[config.mk]
export PLATFORM = sky130hd
export DESIGN_NAME = regfile_access_arbiter
export DESIGN_NICKNAME = d
export VERILOG_FILES = /design/src/rtl/regfile_pkg.sv /design/src/rtl/regfile_access_arbiter_rr_arbiter2.sv /design/src/rtl/regfile_access_arbiter.sv
export SDC_FILE = /design/constraint.sdc
export NUM_CORES = 1
export LEC_CHECK = 0
export ABC_AREA = 1
export CAP_MARGIN = 20
export CORE_ASPECT_RATIO = 1.5
export CORE_MARGIN = 5
export CORE_UTILIZATION = 35
export DETAILED_ROUTE_END_ITERATION = 16
export PLACE_DENSITY = 0.75
export SETUP_SLACK_MARGIN = 0.3
export SLEW_MARGIN = 0
export SYNTH_ARGS = -nofsm -noshare
export SYNTH_HDL_FRONTEND = slang
export SYNTH_SLANG_ARGS = --single-unit
[constraint.sdc]
create_clock -name Clk -period 1.3 [get_ports Clk]
set_clock_uncertainty 0.15 [all_clocks]
set_input_delay 0.13 -clock Clk [delete_from_list [all_inputs] [get_ports Clk]]
set_output_delay 0.13 -clock Clk [all_outputs]
set_load 0.05 [all_outputs]
[src/rtl/regfile_pkg.sv]
// Shared definitions for the register-file access arbiter.
//   state_e  : controller states (INIT walk, ARB arbitration)
//   req_id_e : requester identity used for round-robin bookkeeping
//   DATA_W / ADDR_W / NUM_REGS : register file geometry
package regfile_pkg;

  localparam int DATA_W   = 8;
  localparam int ADDR_W   = 3;
  localparam int NUM_REGS = 8;

  typedef enum logic {
    INIT = 1'b0,
    ARB  = 1'b1
  } state_e;

  typedef enum logic {
    CORE = 1'b0,
    DBG  = 1'b1
  } req_id_e;

endpackage

[src/rtl/regfile_access_arbiter_rr_arbiter2.sv]
// Two-requester round-robin arbiter with a registered last-grant pointer.
// Ports:
//   Clk, Reset        : clock, asynchronous active-high reset
//   i_en              : arbitration enabled (no grants when low)
//   i_req_core/i_req_dbg : requests
//   o_gnt_core/o_gnt_dbg : combinational one-hot (or zero) grants
module rr_arbiter2
  import regfile_pkg::*;
(
  input  logic Clk,
  input  logic Reset,
  input  logic i_en,
  input  logic i_req_core,
  input  logic i_req_dbg,
  output logic o_gnt_core,
  output logic o_gnt_dbg
);

  req_id_e r_last_grant;
  logic    w_gnt_core;
  logic    w_gnt_dbg;

  // On conflict the requester that was not served last wins; starting from
  // DBG means the core wins the first conflict after reset.
  always_comb begin
    w_gnt_core = i_en && i_req_core && (!i_req_dbg || (r_last_grant == DBG));
    w_gnt_dbg  = i_en && i_req_dbg  && (!i_req_core || (r_last_grant == CORE));
  end

  always_ff @(posedge Clk or posedge Reset) begin
    if (Reset) begin
      r_last_grant <= DBG;
    end else if (w_gnt_core) begin
      r_last_grant <= CORE;
    end else if (w_gnt_dbg) begin
      r_last_grant <= DBG;
    end
  end

  assign o_gnt_core = w_gnt_core;
  assign o_gnt_dbg  = w_gnt_dbg;

endmodule

[src/rtl/regfile_access_arbiter.sv]
// Owns the register file's single read and write port and shares them between
// the core and the debug/loader unit. After reset it writes register i with
// value i, then grants at most one access per cycle (round-robin on conflict).
// Ports:
//   Clk, Reset                      : clock, asynchronous active-high reset
//   core_* / dbg_*                  : requester interfaces (req/we/addr/wdata in,
//                                     gnt/rvalid/rdata out; read latency 1)
//   rf_read_num, rf_read_data       : register-file read select / comb data
//   rf_write_num, rf_write_data,
//   rf_regwrite                     : register-file write port
//   init_done                       : high once the initialisation walk is over
module regfile_access_arbiter
  import regfile_pkg::*;
#(
  parameter int DATA_W   = regfile_pkg::DATA_W,
  parameter int ADDR_W   = regfile_pkg::ADDR_W,
  parameter int NUM_REGS = regfile_pkg::NUM_REGS
) (
  input  logic              Clk,
  input  logic              Reset,
  input  logic              core_req,
  input  logic              core_we,
  input  logic [ADDR_W-1:0] core_addr,
  input  logic [DATA_W-1:0] core_wdata,
  output logic              core_gnt,
  output logic              core_rvalid,
  output logic [DATA_W-1:0] core_rdata,
  input  logic              dbg_req,
  input  logic              dbg_we,
  input  logic [ADDR_W-1:0] dbg_addr,
  input  logic [DATA_W-1:0] dbg_wdata,
  output logic              dbg_gnt,
  output logic              dbg_rvalid,
  output logic [DATA_W-1:0] dbg_rdata,
  output logic [ADDR_W-1:0] rf_read_num,
  output logic [ADDR_W-1:0] rf_write_num,
  output logic [DATA_W-1:0] rf_write_data,
  output logic              rf_regwrite,
  input  logic [DATA_W-1:0] rf_read_data,
  output logic              init_done
);

  state_e            r_state;
  logic [ADDR_W-1:0] r_init_cnt;
  logic              r_init_done;
  logic              r_core_rvalid;
  logic              r_dbg_rvalid;
  logic [DATA_W-1:0] r_core_rdata;
  logic [DATA_W-1:0] r_dbg_rdata;

  logic              w_arb_en;
  logic              w_core_gnt;
  logic              w_dbg_gnt;
  logic [ADDR_W-1:0] w_rf_read_num;
  logic [ADDR_W-1:0] w_rf_write_num;
  logic [DATA_W-1:0] w_rf_write_data;
  logic              w_rf_regwrite;

  assign w_arb_en = (r_state == ARB);

  rr_arbiter2 u_rr_arbiter2 (
    .Clk        (Clk),
    .Reset      (Reset),
    .i_en       (w_arb_en),
    .i_req_core (core_req),
    .i_req_dbg  (dbg_req),
    .o_gnt_core (w_core_gnt),
    .o_gnt_dbg  (w_dbg_gnt)
  );

  // Register-file port steering. Reset gates the port directly so the write
  // enable is low for the whole reset interval, not just after the first edge.
  always_comb begin
    w_rf_read_num   = '0;
    w_rf_write_num  = '0;
    w_rf_write_data = '0;
    w_rf_regwrite   = 1'b0;
    if (!Reset) begin
      if (r_state == INIT) begin
        w_rf_write_num  = r_init_cnt;
        w_rf_write_data = DATA_W'(r_init_cnt);
        w_rf_regwrite   = 1'b1;
      end else if (w_core_gnt) begin
        if (core_we) begin
          w_rf_write_num  = core_addr;
          w_rf_write_data = core_wdata;
          w_rf_regwrite   = 1'b1;
        end else begin
          w_rf_read_num = core_addr;
        end
      end else if (w_dbg_gnt) begin
        if (dbg_we) begin
          w_rf_write_num  = dbg_addr;
          w_rf_write_data = dbg_wdata;
          w_rf_regwrite   = 1'b1;
        end else begin
          w_rf_read_num = dbg_addr;
        end
      end
    end
  end

  // Grant cycle -> read-return cycle
  always_ff @(posedge Clk or posedge Reset) begin
    if (Reset) begin
      r_state       <= INIT;
      r_init_cnt    <= '0;
      r_init_done   <= 1'b0;
      r_core_rvalid <= 1'b0;
      r_dbg_rvalid  <= 1'b0;
      r_core_rdata  <= '0;
      r_dbg_rdata   <= '0;
    end else begin
      r_core_rvalid <= 1'b0;
      r_dbg_rvalid  <= 1'b0;
      case (r_state)
        INIT: begin
          if (r_init_cnt == ADDR_W'(NUM_REGS - 1)) begin
            r_state     <= ARB;
            r_init_done <= 1'b1;
            r_init_cnt  <= '0;
          end else begin
            r_init_cnt <= r_init_cnt + 1'b1;
          end
        end
        ARB: begin
          if (w_core_gnt && !core_we) begin
            r_core_rvalid <= 1'b1;
            r_core_rdata  <= rf_read_data;
          end
          if (w_dbg_gnt && !dbg_we) begin
            r_dbg_rvalid <= 1'b1;
            r_dbg_rdata  <= rf_read_data;
          end
        end
        default: r_state <= INIT;
      endcase
    end
  end

  assign core_gnt      = w_core_gnt;
  assign dbg_gnt       = w_dbg_gnt;
  assign core_rvalid   = r_core_rvalid;
  assign dbg_rvalid    = r_dbg_rvalid;
  assign core_rdata    = r_core_rdata;
  assign dbg_rdata     = r_dbg_rdata;
  assign rf_read_num   = w_rf_read_num;
  assign rf_write_num  = w_rf_write_num;
  assign rf_write_data = w_rf_write_data;
  assign rf_regwrite   = w_rf_regwrite;
  assign init_done     = r_init_done;

endmodule

Figure 1. PDN straps and rails.
Bar = 20 um. Pins as bars on the die edge. Tap cells in gray.
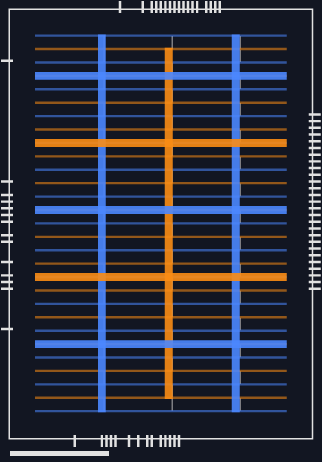
Blue marks VSS. Orange marks VDD.
3 straps on met4. 29 met1 rails follow the rows. 5 straps on met5. 72 signal pins sit on the boundary. The core has 28 rows.
width of the die: 61.2 um
Peak VDD IR: 0.00116 V
Core Box Area: 3890 um^2
die height: 86.8 um

==> results.txt <==
yosys + openroad results -> outcome=finished, violations left, violated checks=negative setup slack, top-count cell post-synth=nand2_1, fin crit period=1.87 ns, clock buffers=3, CP Launch Type=register, Pint=2100 uW, vias in the first global route=1,789, switching share of power=0.372, clk sink count=24, area leader, netlist=dfrtp_1, post-synthesis sequential area ratio=0.437, WP data required=1.02 ns, endpoints failing hold=0, Crit path arrival time=1.59 ns, critical path endpoint category=output pin, Tool Warnings=30, asr flop ratio synth=1.00, # setup viols final=36, Slew @ Worst Pin=0.300 ns, share of layout cells above drive strength 1=0.574, count of antenna-violating nets left after detailed routing=0, WP buf/inv=4, clk tree area frac=0.0216, Nets=328, Util after Layout=0.849, critical path endpoint=rf_write_num[0], Final non-clock buffer share=0.444, placed insts=311, final instance area=3300 um^2, pwr/cell area=1020 nW/um^2, Iter 0 DRT Violations=52, sequential share of cell area=0.182, synthesized area per cell=7.86 um^2, met3 WL=350 um, DR WL met2=3390 um, Non-clk bufs=115, Worst Hold End=dbg_rdata[5], CP Max Fanout=6, CTS buffer count=3, chip area in the Yosys report=1380 um^2, hold path depth=3, Max Clk Rate=535 MHz, Port Buf Inserts=71, Multi-In Gates=118, Post-synth mux share=0, final non-filler cell total=334, Yosys Instances=175, gr ovfl total=0, Worst-path clk slew=0.08 ns, EDFF count, synth=0, worst setup margin=-0.570 ns, most used routing layer=met2, M1 WL=2030 um, post-CTS sizing=30, multi-input gate share of total cell area=0.288, Tap Count=45, Setup CP Type=register to output pin, Commonest cells post-synth=nand2_1, dfrtp_1, inv_1, I/O Pins=72, CP top delay family=flip-flops, Logic area=952 um^2, All-Layer GR Usage=0.214, drt wl/cell=17.7 um, Hold Path Origin=rf_read_data[5], post-synth cell types=22, sequential power share=0.286, crit path from=u_rr_arbiter2.r_last_grant, max-cap check violation count=0, FF-to-FF End=core_rdata[6], setup bufs post-CTS=9, Syn Inst Count=175, Hold Path Class=input port to register, CTS max path bufs=2, Mapped Nets=213, # hold bufs at CTS=0, Post-Synth AOI/OAI Area=0.141, top cell category=non-clock buffers, Power, Total=3350 uW, reg2reg start=u_rr_arbiter2.r_last_grant, TNS Setup=-12.61 ns, met2 Use GR=0.392, Critical Path Stages=8, Worst slew margin=0.800, XOR Share, Synth=0, largest net degree at the start of global routing=25, H-tree levels=1, Root Buffer=clkbuf_8, Starting Density=0.354, unrepaired setup endpoints after global routing=yes, met1 Use GR=0.234, antenna violations before repair=0, slowest CP cell=dfstp_2, Leak Pwr=0.00145 uW
Figure 2. Cell classes on the final placement.
Bar = 20 um.
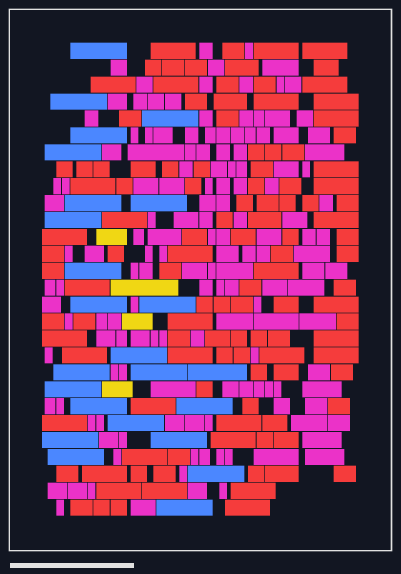
Blue marks flops, cells 24, share of their area 19%. Magenta marks all other logic, cells 146, share of their area 34%. Red marks other buffers and delay cells, cells 115, share of their area 45%. Yellow marks clock drivers and dummy loads, cells 4, share of their area 2.2%.

## power groups by stage
stage | clock network [uW] | logic (uW) | registers (uW)
2_1_floorplan | 0 | 446 | 1250
3_3_place_gp | 0 | 1540 | 962
3_5_place_dp | 0 | 1560 | 967
4_1_cts | 654 | 1690 | 953
5_1_grt | 708 | 1820 | 970
6_report | 648 | 1750 | 958
## placed cells by master, fill, tap and decap left out, types with 7 or more instances in the layout
master	count
buf_12	36
buf_4	31
buf_6	9
clkdlybuf4s50_1	35
clkinvlp_4	8
dfrtp_1	23
inv_1	11
inv_2	7
nand2_1	24
nand2_2	18
nand3_2	7
nand4_1	15
o21ai_2	12
Power and IR drop assume default switching activity.
